--- src/rtl/pipe_hazard_ctrl_if.sv ---
`default_nettype none
// ============================================================================
//  Module   : pipe_hazard_ctrl_if
//  Purpose  : Bundle between the pipeline datapath and the hazard/control
//             unit. The datapath reports stage state and drives the `master`
//             side; the hazard unit drives forward selects, stalls and
//             flushes on the `slave` side.
//  Macro    : COTM32_HAZARD_PERF_EN adds the two 32-bit perf counter outputs
//  Revision : 1.0  initial release
// ============================================================================
interface pipe_hazard_ctrl_if #(
  parameter int REG_ADDR_WIDTH = 5
);
  // Stage valid bits
  logic                      i_id_valid;
  logic                      i_ex_valid;
  logic                      i_mem_valid;
  logic                      i_wb_valid;
  // ID stage sources
  logic [REG_ADDR_WIDTH-1:0] i_id_rs1_addr;
  logic [REG_ADDR_WIDTH-1:0] i_id_rs2_addr;
  logic                      i_id_uses_rs1;
  logic                      i_id_uses_rs2;
  // EX stage
  logic [REG_ADDR_WIDTH-1:0] i_ex_rs1_addr;
  logic [REG_ADDR_WIDTH-1:0] i_ex_rs2_addr;
  logic [REG_ADDR_WIDTH-1:0] i_ex_rd_addr;
  logic                      i_ex_regfile_we;
  logic                      i_ex_is_load;
  // MEM stage
  logic [REG_ADDR_WIDTH-1:0] i_mem_rd_addr;
  logic                      i_mem_regfile_we;
  logic                      i_mem_is_load;
  logic                      i_mem_access;
  // WB stage
  logic [REG_ADDR_WIDTH-1:0] i_wb_rd_addr;
  logic                      i_wb_regfile_we;
  // Redirect sources
  logic                      i_take_branch;
  logic                      i_trap_req;
  logic                      i_trap_mret;
  // Control outputs
  logic [1:0]                o_forward_a;
  logic [1:0]                o_forward_b;
  logic                      o_pc_stall;
  logic                      o_ifid_stall;
  logic                      o_ifid_flush;
  logic                      o_idex_stall;
  logic                      o_idex_flush;
  logic                      o_exmem_stall;
  logic                      o_exmem_flush;
  logic                      o_memwb_stall;
  logic                      o_memwb_flush;
  logic                      o_mem_busy;
`ifdef COTM32_HAZARD_PERF_EN
  logic [31:0]               o_perf_stall_cycles;
  logic [31:0]               o_perf_flush_events;
`endif

  // Hazard unit side
  modport slave (
    input  i_id_valid, i_ex_valid, i_mem_valid, i_wb_valid,
    input  i_id_rs1_addr, i_id_rs2_addr, i_id_uses_rs1, i_id_uses_rs2,
    input  i_ex_rs1_addr, i_ex_rs2_addr, i_ex_rd_addr, i_ex_regfile_we, i_ex_is_load,
    input  i_mem_rd_addr, i_mem_regfile_we, i_mem_is_load, i_mem_access,
    input  i_wb_rd_addr, i_wb_regfile_we,
    input  i_take_branch, i_trap_req, i_trap_mret,
    output o_forward_a, o_forward_b, o_pc_stall,
    output o_ifid_stall, o_ifid_flush, o_idex_stall, o_idex_flush,
    output o_exmem_stall, o_exmem_flush, o_memwb_stall, o_memwb_flush,
    output o_mem_busy
`ifdef COTM32_HAZARD_PERF_EN
    , output o_perf_stall_cycles, o_perf_flush_events
`endif
  );

  // Pipeline datapath side
  modport master (
    output i_id_valid, i_ex_valid, i_mem_valid, i_wb_valid,
    output i_id_rs1_addr, i_id_rs2_addr, i_id_uses_rs1, i_id_uses_rs2,
    output i_ex_rs1_addr, i_ex_rs2_addr, i_ex_rd_addr, i_ex_regfile_we, i_ex_is_load,
    output i_mem_rd_addr, i_mem_regfile_we, i_mem_is_load, i_mem_access,
    output i_wb_rd_addr, i_wb_regfile_we,
    output i_take_branch, i_trap_req, i_trap_mret,
    input  o_forward_a, o_forward_b, o_pc_stall,
    input  o_ifid_stall, o_ifid_flush, o_idex_stall, o_idex_flush,
    input  o_exmem_stall, o_exmem_flush, o_memwb_stall, o_memwb_flush,
    input  o_mem_busy
`ifdef COTM32_HAZARD_PERF_EN
    , input o_perf_stall_cycles, o_perf_flush_events
`endif
  );
endinterface
`default_nettype wire

--- src/rtl/pipe_hazard_ctrl.sv ---
`default_nettype none
// ============================================================================
//  Module   : pipe_hazard_ctrl
//  Purpose  : Hazard and pipeline-control unit for the five-stage core:
//             operand forwarding, load-use interlock, multi-cycle DMEM wait
//             sequencer and a single priority scheme for every stall/flush.
//  Macro    : COTM32_HAZARD_PERF_EN enables stall-cycle / flush-event counters
//  Revision : 1.0  initial release
// ============================================================================
module pipe_hazard_ctrl #(
  parameter int REG_ADDR_WIDTH = 5,
  parameter int MEM_LATENCY    = 1
) (
  input  logic               i_clk,
  input  logic               i_rst,
  pipe_hazard_ctrl_if.slave  hz
);

  localparam int                  c_CNT_W     = $clog2(MEM_LATENCY + 1);
  localparam logic [c_CNT_W-1:0]  c_CNT_LOAD  = c_CNT_W'(MEM_LATENCY - 1);
  localparam logic [c_CNT_W-1:0]  c_CNT_ONE   = c_CNT_W'(1);
  localparam logic [c_CNT_W-1:0]  c_CNT_ZERO  = '0;
  localparam logic                c_WAIT_EN   = (MEM_LATENCY > 1);
  localparam logic [REG_ADDR_WIDTH-1:0] c_X0  = '0;

  // forward_src_t encoding
  localparam logic [1:0] c_FWD_NONE  = 2'd0;
  localparam logic [1:0] c_FWD_EXMEM = 2'd1;
  localparam logic [1:0] c_FWD_MEMWB = 2'd2;

  // Wait sequencer states
  localparam logic [0:0] c_ST_IDLE = 1'b0;
  localparam logic [0:0] c_ST_WAIT = 1'b1;

  logic [0:0]         state_q, state_d;
  logic [c_CNT_W-1:0] cnt_q, cnt_d;

  logic       w_redirect;
  logic       w_wait_entry;
  logic       w_mem_wait;
  logic       w_mem_busy;
  logic       w_exmem_ok;
  logic       w_memwb_ok;
  logic       w_load_use;
  logic [1:0] w_fwd_a;
  logic [1:0] w_fwd_b;

  assign w_redirect   = hz.i_trap_req | hz.i_trap_mret;
  assign w_wait_entry = hz.i_mem_valid & hz.i_mem_access & c_WAIT_EN;

  // A load in MEM has no data yet, so it never forwards from EXMEM
  assign w_exmem_ok = hz.i_mem_valid & hz.i_mem_regfile_we & ~hz.i_mem_is_load &
                      (hz.i_mem_rd_addr != c_X0);
  assign w_memwb_ok = hz.i_wb_valid & hz.i_wb_regfile_we & (hz.i_wb_rd_addr != c_X0);

  // Forward select per EX operand; the younger EXMEM result wins over MEMWB
  always_comb begin
    w_fwd_a = c_FWD_NONE;
    w_fwd_b = c_FWD_NONE;
    if (w_exmem_ok && (hz.i_mem_rd_addr == hz.i_ex_rs1_addr))     w_fwd_a = c_FWD_EXMEM;
    else if (w_memwb_ok && (hz.i_wb_rd_addr == hz.i_ex_rs1_addr)) w_fwd_a = c_FWD_MEMWB;
    if (w_exmem_ok && (hz.i_mem_rd_addr == hz.i_ex_rs2_addr))     w_fwd_b = c_FWD_EXMEM;
    else if (w_memwb_ok && (hz.i_wb_rd_addr == hz.i_ex_rs2_addr)) w_fwd_b = c_FWD_MEMWB;
  end

  // Load in EX whose destination is read by the instruction in ID
  assign w_load_use = hz.i_ex_valid & hz.i_ex_is_load & hz.i_ex_regfile_we &
                      (hz.i_ex_rd_addr != c_X0) & hz.i_id_valid &
                      ((hz.i_id_uses_rs1 & (hz.i_id_rs1_addr == hz.i_ex_rd_addr)) |
                       (hz.i_id_uses_rs2 & (hz.i_id_rs2_addr == hz.i_ex_rd_addr)));

  // Wait sequencer state register
  always_ff @(posedge i_clk or posedge i_rst) begin
    if (i_rst) begin
      state_q <= c_ST_IDLE;
      cnt_q   <= c_CNT_ZERO;
    end else begin
      state_q <= state_d;
      cnt_q   <= cnt_d;
    end
  end

  // Wait sequencer next state; a trap/mret aborts any wait in progress
  always_comb begin
    state_d = state_q;
    cnt_d   = cnt_q;
    if (w_redirect) begin
      state_d = c_ST_IDLE;
      cnt_d   = c_CNT_ZERO;
    end else begin
      case (state_q)
        c_ST_IDLE: begin
          if (w_wait_entry) begin
            state_d = c_ST_WAIT;
            cnt_d   = c_CNT_LOAD;
          end
        end
        c_ST_WAIT: begin
          cnt_d = cnt_q - c_CNT_ONE;
          if (cnt_q == c_CNT_ONE) state_d = c_ST_IDLE;
        end
        default: begin
          state_d = c_ST_IDLE;
          cnt_d   = c_CNT_ZERO;
        end
      endcase
    end
  end

  // Wait sequencer outputs; the last WAIT cycle (cnt == 1) lets the pipe advance
  always_comb begin
    w_mem_wait = 1'b0;
    w_mem_busy = 1'b0;
    case (state_q)
      c_ST_IDLE: w_mem_wait = w_wait_entry;
      c_ST_WAIT: begin
        w_mem_wait = (cnt_q > c_CNT_ONE);
        w_mem_busy = 1'b1;
      end
      default: ;
    endcase
  end

  // Priority resolution: redirect > memory wait > branch > load-use
  always_comb begin
    hz.o_forward_a   = c_FWD_NONE;
    hz.o_forward_b   = c_FWD_NONE;
    hz.o_pc_stall    = 1'b0;
    hz.o_ifid_stall  = 1'b0;
    hz.o_ifid_flush  = 1'b0;
    hz.o_idex_stall  = 1'b0;
    hz.o_idex_flush  = 1'b0;
    hz.o_exmem_stall = 1'b0;
    hz.o_exmem_flush = 1'b0;
    hz.o_memwb_stall = 1'b0;
    hz.o_memwb_flush = 1'b0;
    hz.o_mem_busy    = 1'b0;
    if (!i_rst) begin
      hz.o_forward_a = w_fwd_a;
      hz.o_forward_b = w_fwd_b;
      hz.o_mem_busy  = w_mem_busy;
      if (w_redirect) begin
        hz.o_ifid_flush  = 1'b1;
        hz.o_idex_flush  = 1'b1;
        hz.o_exmem_flush = 1'b1;
      end else if (w_mem_wait) begin
        // EX is held too, so a pending branch/load-use re-evaluates on release
        hz.o_pc_stall    = 1'b1;
        hz.o_ifid_stall  = 1'b1;
        hz.o_idex_stall  = 1'b1;
        hz.o_exmem_stall = 1'b1;
        hz.o_memwb_flush = 1'b1;
      end else if (hz.i_take_branch) begin
        hz.o_ifid_flush  = 1'b1;
        hz.o_idex_flush  = 1'b1;
      end else if (w_load_use) begin
        hz.o_pc_stall    = 1'b1;
        hz.o_ifid_stall  = 1'b1;
        hz.o_idex_flush  = 1'b1;
      end
    end
  end

`ifdef COTM32_HAZARD_PERF_EN
  logic [31:0] perf_stall_q, perf_stall_d;
  logic [31:0] perf_flush_q, perf_flush_d;

  // Counter increments, wrapping naturally at 2^32
  always_comb begin
    perf_stall_d = perf_stall_q + {31'd0, hz.o_pc_stall};
    perf_flush_d = perf_flush_q + {31'd0, hz.o_ifid_flush};
  end

  // Perf counter registers
  always_ff @(posedge i_clk or posedge i_rst) begin
    if (i_rst) begin
      perf_stall_q <= 32'd0;
      perf_flush_q <= 32'd0;
    end else begin
      perf_stall_q <= perf_stall_d;
      perf_flush_q <= perf_flush_d;
    end
  end

  assign hz.o_perf_stall_cycles = perf_stall_q;
  assign hz.o_perf_flush_events = perf_flush_q;
`endif

endmodule
`default_nettype wire

--- src/flat_wrapper.sv ---
// flat-port wrapper written by rule: the top's interface ports become plain ports
module pipe_hazard_ctrl_flat 
#(
  parameter int REG_ADDR_WIDTH = 5,
  parameter int MEM_LATENCY    = 1
)
  (i_clk, i_rst, hz_i_id_valid, hz_i_ex_valid, hz_i_mem_valid, hz_i_wb_valid, hz_i_id_rs1_addr, hz_i_id_rs2_addr, hz_i_id_uses_rs1, hz_i_id_uses_rs2, hz_i_ex_rs1_addr, hz_i_ex_rs2_addr, hz_i_ex_rd_addr, hz_i_ex_regfile_we, hz_i_ex_is_load, hz_i_mem_rd_addr, hz_i_mem_regfile_we, hz_i_mem_is_load, hz_i_mem_access, hz_i_wb_rd_addr, hz_i_wb_regfile_we, hz_i_take_branch, hz_i_trap_req, hz_i_trap_mret, hz_o_forward_a, hz_o_forward_b, hz_o_pc_stall, hz_o_ifid_stall, hz_o_ifid_flush, hz_o_idex_stall, hz_o_idex_flush, hz_o_exmem_stall, hz_o_exmem_flush, hz_o_memwb_stall, hz_o_memwb_flush, hz_o_mem_busy);
  pipe_hazard_ctrl_if #(.REG_ADDR_WIDTH(REG_ADDR_WIDTH)) hz_i ();
  input  logic i_clk;
  input  logic i_rst;
  input wire logic [$bits(hz_i.i_id_valid)-1:0] hz_i_id_valid;
  input wire logic [$bits(hz_i.i_ex_valid)-1:0] hz_i_ex_valid;
  input wire logic [$bits(hz_i.i_mem_valid)-1:0] hz_i_mem_valid;
  input wire logic [$bits(hz_i.i_wb_valid)-1:0] hz_i_wb_valid;
  input wire logic [$bits(hz_i.i_id_rs1_addr)-1:0] hz_i_id_rs1_addr;
  input wire logic [$bits(hz_i.i_id_rs2_addr)-1:0] hz_i_id_rs2_addr;
  input wire logic [$bits(hz_i.i_id_uses_rs1)-1:0] hz_i_id_uses_rs1;
  input wire logic [$bits(hz_i.i_id_uses_rs2)-1:0] hz_i_id_uses_rs2;
  input wire logic [$bits(hz_i.i_ex_rs1_addr)-1:0] hz_i_ex_rs1_addr;
  input wire logic [$bits(hz_i.i_ex_rs2_addr)-1:0] hz_i_ex_rs2_addr;
  input wire logic [$bits(hz_i.i_ex_rd_addr)-1:0] hz_i_ex_rd_addr;
  input wire logic [$bits(hz_i.i_ex_regfile_we)-1:0] hz_i_ex_regfile_we;
  input wire logic [$bits(hz_i.i_ex_is_load)-1:0] hz_i_ex_is_load;
  input wire logic [$bits(hz_i.i_mem_rd_addr)-1:0] hz_i_mem_rd_addr;
  input wire logic [$bits(hz_i.i_mem_regfile_we)-1:0] hz_i_mem_regfile_we;
  input wire logic [$bits(hz_i.i_mem_is_load)-1:0] hz_i_mem_is_load;
  input wire logic [$bits(hz_i.i_mem_access)-1:0] hz_i_mem_access;
  input wire logic [$bits(hz_i.i_wb_rd_addr)-1:0] hz_i_wb_rd_addr;
  input wire logic [$bits(hz_i.i_wb_regfile_we)-1:0] hz_i_wb_regfile_we;
  input wire logic [$bits(hz_i.i_take_branch)-1:0] hz_i_take_branch;
  input wire logic [$bits(hz_i.i_trap_req)-1:0] hz_i_trap_req;
  input wire logic [$bits(hz_i.i_trap_mret)-1:0] hz_i_trap_mret;
  output wire logic [$bits(hz_i.o_forward_a)-1:0] hz_o_forward_a;
  output wire logic [$bits(hz_i.o_forward_b)-1:0] hz_o_forward_b;
  output wire logic [$bits(hz_i.o_pc_stall)-1:0] hz_o_pc_stall;
  output wire logic [$bits(hz_i.o_ifid_stall)-1:0] hz_o_ifid_stall;
  output wire logic [$bits(hz_i.o_ifid_flush)-1:0] hz_o_ifid_flush;
  output wire logic [$bits(hz_i.o_idex_stall)-1:0] hz_o_idex_stall;
  output wire logic [$bits(hz_i.o_idex_flush)-1:0] hz_o_idex_flush;
  output wire logic [$bits(hz_i.o_exmem_stall)-1:0] hz_o_exmem_stall;
  output wire logic [$bits(hz_i.o_exmem_flush)-1:0] hz_o_exmem_flush;
  output wire logic [$bits(hz_i.o_memwb_stall)-1:0] hz_o_memwb_stall;
  output wire logic [$bits(hz_i.o_memwb_flush)-1:0] hz_o_memwb_flush;
  output wire logic [$bits(hz_i.o_mem_busy)-1:0] hz_o_mem_busy;
  assign hz_i.i_id_valid = hz_i_id_valid;
  assign hz_i.i_ex_valid = hz_i_ex_valid;
  assign hz_i.i_mem_valid = hz_i_mem_valid;
  assign hz_i.i_wb_valid = hz_i_wb_valid;
  assign hz_i.i_id_rs1_addr = hz_i_id_rs1_addr;
  assign hz_i.i_id_rs2_addr = hz_i_id_rs2_addr;
  assign hz_i.i_id_uses_rs1 = hz_i_id_uses_rs1;
  assign hz_i.i_id_uses_rs2 = hz_i_id_uses_rs2;
  assign hz_i.i_ex_rs1_addr = hz_i_ex_rs1_addr;
  assign hz_i.i_ex_rs2_addr = hz_i_ex_rs2_addr;
  assign hz_i.i_ex_rd_addr = hz_i_ex_rd_addr;
  assign hz_i.i_ex_regfile_we = hz_i_ex_regfile_we;
  assign hz_i.i_ex_is_load = hz_i_ex_is_load;
  assign hz_i.i_mem_rd_addr = hz_i_mem_rd_addr;
  assign hz_i.i_mem_regfile_we = hz_i_mem_regfile_we;
  assign hz_i.i_mem_is_load = hz_i_mem_is_load;
  assign hz_i.i_mem_access = hz_i_mem_access;
  assign hz_i.i_wb_rd_addr = hz_i_wb_rd_addr;
  assign hz_i.i_wb_regfile_we = hz_i_wb_regfile_we;
  assign hz_i.i_take_branch = hz_i_take_branch;
  assign hz_i.i_trap_req = hz_i_trap_req;
  assign hz_i.i_trap_mret = hz_i_trap_mret;
  assign hz_o_forward_a = hz_i.o_forward_a;
  assign hz_o_forward_b = hz_i.o_forward_b;
  assign hz_o_pc_stall = hz_i.o_pc_stall;
  assign hz_o_ifid_stall = hz_i.o_ifid_stall;
  assign hz_o_ifid_flush = hz_i.o_ifid_flush;
  assign hz_o_idex_stall = hz_i.o_idex_stall;
  assign hz_o_idex_flush = hz_i.o_idex_flush;
  assign hz_o_exmem_stall = hz_i.o_exmem_stall;
  assign hz_o_exmem_flush = hz_i.o_exmem_flush;
  assign hz_o_memwb_stall = hz_i.o_memwb_stall;
  assign hz_o_memwb_flush = hz_i.o_memwb_flush;
  assign hz_o_mem_busy = hz_i.o_mem_busy;
  pipe_hazard_ctrl #(.REG_ADDR_WIDTH(REG_ADDR_WIDTH), .MEM_LATENCY(MEM_LATENCY)) u_core (.i_clk(i_clk), .i_rst(i_rst), .hz(hz_i));
endmodule
--- config.mk ---
export PLATFORM = sky130hd
export DESIGN_NAME = pipe_hazard_ctrl_flat
export DESIGN_NICKNAME = d
export VERILOG_FILES = /design/src/rtl/pipe_hazard_ctrl_if.sv /design/src/rtl/pipe_hazard_ctrl.sv /design/src/flat_wrapper.sv
export SDC_FILE = /design/constraint.sdc
export NUM_CORES = 1
export LEC_CHECK = 0
export CAP_MARGIN = 40
export CORE_MARGIN = 2
export CORE_UTILIZATION = 24
export CTS_CLUSTER_SIZE = 25
export DETAILED_ROUTE_END_ITERATION = 10
export PLACE_DENSITY = 0.87
export SYNTH_ARGS = -nofsm -noshare
export SYNTH_HDL_FRONTEND = slang
export SYNTH_SLANG_ARGS = --single-unit
export TNS_END_PERCENT = 100
--- constraint.sdc ---
create_clock -name i_clk -period 1.5 [get_ports i_clk]
set_clock_uncertainty 0.15 [all_clocks]
set_input_delay 0.225 -clock i_clk [delete_from_list [all_inputs] [get_ports i_clk]]
set_output_delay 0.225 -clock i_clk [all_outputs]
set_load 0.01 [all_outputs]
### Clock distribution

Scale: 4 px per um.
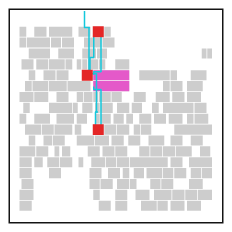
red -> clock-net drivers  # count 3
magenta -> flip-flops  # count 2
cyan -> clock wires  # length 69.9 um
routed clock nets = 4
Clk. pwr: 123 uW
clk_lat worst skew: 0.23 ns
Clock Power Share: 0.244

### Gate families picked out

Scale: 4 px per um.
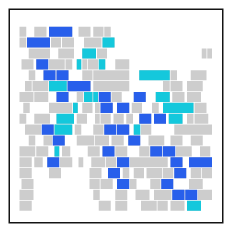
blue -> xor and xnor cells  # cells 31, most used xor2_1
cyan -> nor cells  # cells 17

### Metal 1

Scale: 4 px per um.
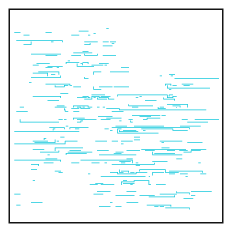
main direction = horizontal
longest straight run = 21.6 um
wire length on this layer = 799 um
Routed WL: 2490 um
via count: 848
met1 usage: 0.168

### A small window of the routed layout

Region (27, 27) to (52, 52) um. Cells in gray, sequential cells in the stronger gray; small squares are vias.
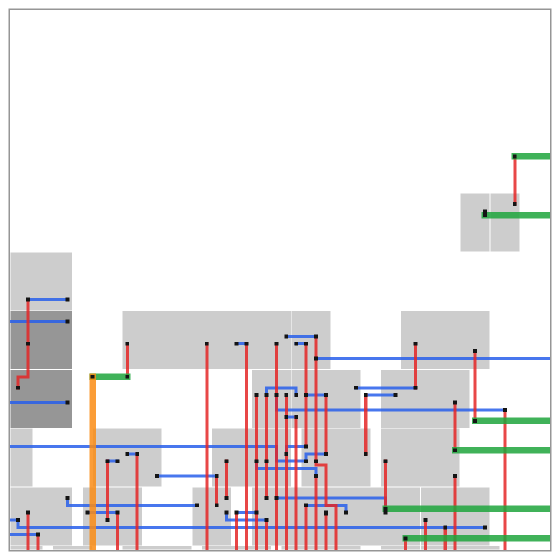
red -> M2
green -> M3
blue -> M1
orange -> M4
sequential cells in the window = 0
cells with their middle in the window = 18

==> flow_metrics.tcl <==
# implementation run metrics
set metrics [dict create \
    place_congestion 0.766 \
    avgViaCountPerCell 4.61 \
    end_kind "output pin" \
    grt_max_degree 5 \
    r2r_end "u_core.state_q" \
    p_sw_uw 174 \
    row_count 17 \
    route.detailed.drc 0 \
    port_buffers 60 \
    track_usage 0.191 \
    wl_per_cell_um 13.5 \
    path_clk_slew_ns 0.03 \
    busiest_layer "met2" \
    pwr-share-seq 0.108 \
    path_max_fanout 2 \
    tool_warnings 30 \
    ys_types 22 \
    fin_util 0.646 \
    syn-mean-instance-area_um2 7.79 \
    min_path_cells 3 \
    yosysCellCount 74 \
    ys_seq_frac 0.0868 \
    syn_inst 74 \
    dr.max_layer_used "met4" \
    pwr-share-comb 0.648 \
    dpl.hpwl_um 2090 \
    postCtsSetupBuffers 0 \
    edf_count 0 \
    diodes 0 \
    cp_common_cell "buf_6" \
    met3_usage 0.0282 \
    r2r_slack_ns 0.54 \
    core_um2 2230 \
    hp-start "hz_i_trap_mret" \
    dr_wl_met3_um 208 \
    hold_end "u_core.cnt_q" \
    antenna_found_initial 0 \
    holdBufCountCts 0 \
    synth_area_um2 577 \
    internal_power_uw 330 \
    fin_crit_sh 1.24 \
    r2r_start "u_core.cnt_q" \
    syn2layout_area_growth_pct 150 \
    max-vdd-ir-drop_uv 260 \
    violations "negative setup slack" \
    synth-seq-cells 2 \
    dr.pass1.iters 3 \
    die-area_um2 2810 \
    p_per_area_nw_per_um2 349 \
    critical_path.slowest_cell "or4_4" \
    ctsResizeCount 157 \
    htreeDepth 1 \
    cts-root-buf "clkbuf_4" \
    cts_made_buffers 3 \
    hp-class "in2reg" \
    grt_pass1_wl_um 3840 \
    maxCapViolations 0 \
    p_leak_uw 0.000667 \
    layout_min_cycle_time_ns 1.86 \
    met2_length_um 1440 \
    critPathMaxStageDelay_ns 0.53 \
    status "complete, but fails checks" \
    nets 210 \
    placed_cell_area_um2 1380 \
    numClockSinks 2 \
    finalHoldViolations 0 \
    total_power_uw 504 \
    use_met2 0.423 \
    setup_slack_ns -0.363 \
    fp_util 0.258 \
    switching_share 0.346 \
    yosys_warnings 0 \
    io_pins 66 \
    postRouteAntennaNets 0 \
    clockBufferDepth 2 \
    cp-start-kind "input port" \
    cts_tree "yes" \
    grt_pass1_vias 942 \
    die_w_um 53.0 \
    synthArstFlopShare 1.00 \
    finalSetupViolCount 7 \
    drt_iter0_drc 6 \
]
## layout make-up
class	instances	area (um2)
Tap cell	28	35.0
Multi-Input combinational cell	68	644
Fill cell	193	791
Inverter	2	7.51
Timing Repair Buffer	81	683
Clock buffer	3	22.5
Sequential cell	2	50.0
## worst max path at each step
stage                             start  depth (start not counted)  slack (ns)                 to
floorplan           hz_i_mem_rd_addr[1]                          4        -0.1  hz_o_forward_a[1]
global placement    hz_i_mem_rd_addr[1]                          6       -1.03  hz_o_forward_a[1]
detailed placement  hz_i_mem_rd_addr[1]                          6       -1.07  hz_o_forward_a[1]
CTS                 hz_i_mem_rd_addr[2]                          6       -0.41  hz_o_forward_a[1]
global route        hz_i_mem_rd_addr[1]                          6       -0.40  hz_o_forward_b[0]
finish              hz_i_mem_rd_addr[1]                          6       -0.36  hz_o_forward_b[0]
## placed cells by master (no fill, tap or decap), drive strengths merged
cell | synthesis | routed
dlygate4sd2 | 0 | 21
o22ai | 1 | 1
nor4 | 4 | 4
nor2b | 1 | 1
clkbuf | 0 | 4
xor2 | 18 | 18
a32oi | 1 | 1
xnor2 | 13 | 13
inv | 2 | 2
and2 | 3 | 3
nor3 | 6 | 6
nor3b | 1 | 1
dlygate4sd3 | 0 | 1
dlymetal6s2s | 0 | 3
or4 | 3 | 3
clkdlybuf4s15 | 0 | 5
conb | 1 | 4
nor4b | 1 | 1
nand3 | 4 | 4
dfrtp | 2 | 2
nor2 | 4 | 4
o2111ai | 2 | 2
o21ai | 1 | 1
clkdlybuf4s50 | 0 | 6
buf | 5 | 44
nand4 | 1 | 1
## through the flow
stage | TNS (ns) | worst slack [ns] | instances
after detailed placement | -8.39 | -1.07 | 180
after floorplan | -0.469 | -0.0971 | 77
after global placement | -8.10 | -1.03 | 180
after CTS | -1.93 | -0.411 | 183
after global routing | -2.33 | -0.400 | 184
final | -1.88 | -0.363 | 184
## cell usage after synthesis (2+ instances only)
library cell | count | area (um2)
and2_2 | 2 | 15.0
buf_4 | 5 | 37.5
dfrtp_1 | 2 | 50.1
inv_1 | 2 | 7.51
nand3_1 | 4 | 20.0
nor2_1 | 4 | 15.0
nor3_1 | 6 | 30.0
nor4_1 | 4 | 25.0
or4_1 | 3 | 22.5
xnor2_1 | 13 | 114
xor2_1 | 18 | 158
## worst max-delay path, delay by kind of cell
kind	cells	cell delay (ns)
and+or+nand+nor	3	0.77
AOI/OAI and AO/OA	1	0.30
buffers and inverters	2	0.20
## logic make-up after synthesis
kind of cell           count (synthesis)  share of synthesized area
XOR/XNOR                              31                      0.471
flip-flops                             2                     0.0868
AND/OR/NAND/NOR                       28                      0.282
other                                  1                    0.00650
buffers and inverters                  7                     0.0781
AND-OR/OR-AND                          5                     0.0759
## power by group through the flow
stage	combinational (uW)	sequential [uW]	clock [uW]
finish	327	54.4	123
global route	350	54.3	132
CTS	321	54.3	128
detailed placement	323	54.9	0
global placement	317	54.9	0
floorplan	102	54.9	0
## state kept, by name (all words and copies together), names as in the netlist
| name | flops |
|---|---|
| u_core.cnt_q | 1 |
| u_core.state_q | 1 |
Power and IR drop assume default switching activity.
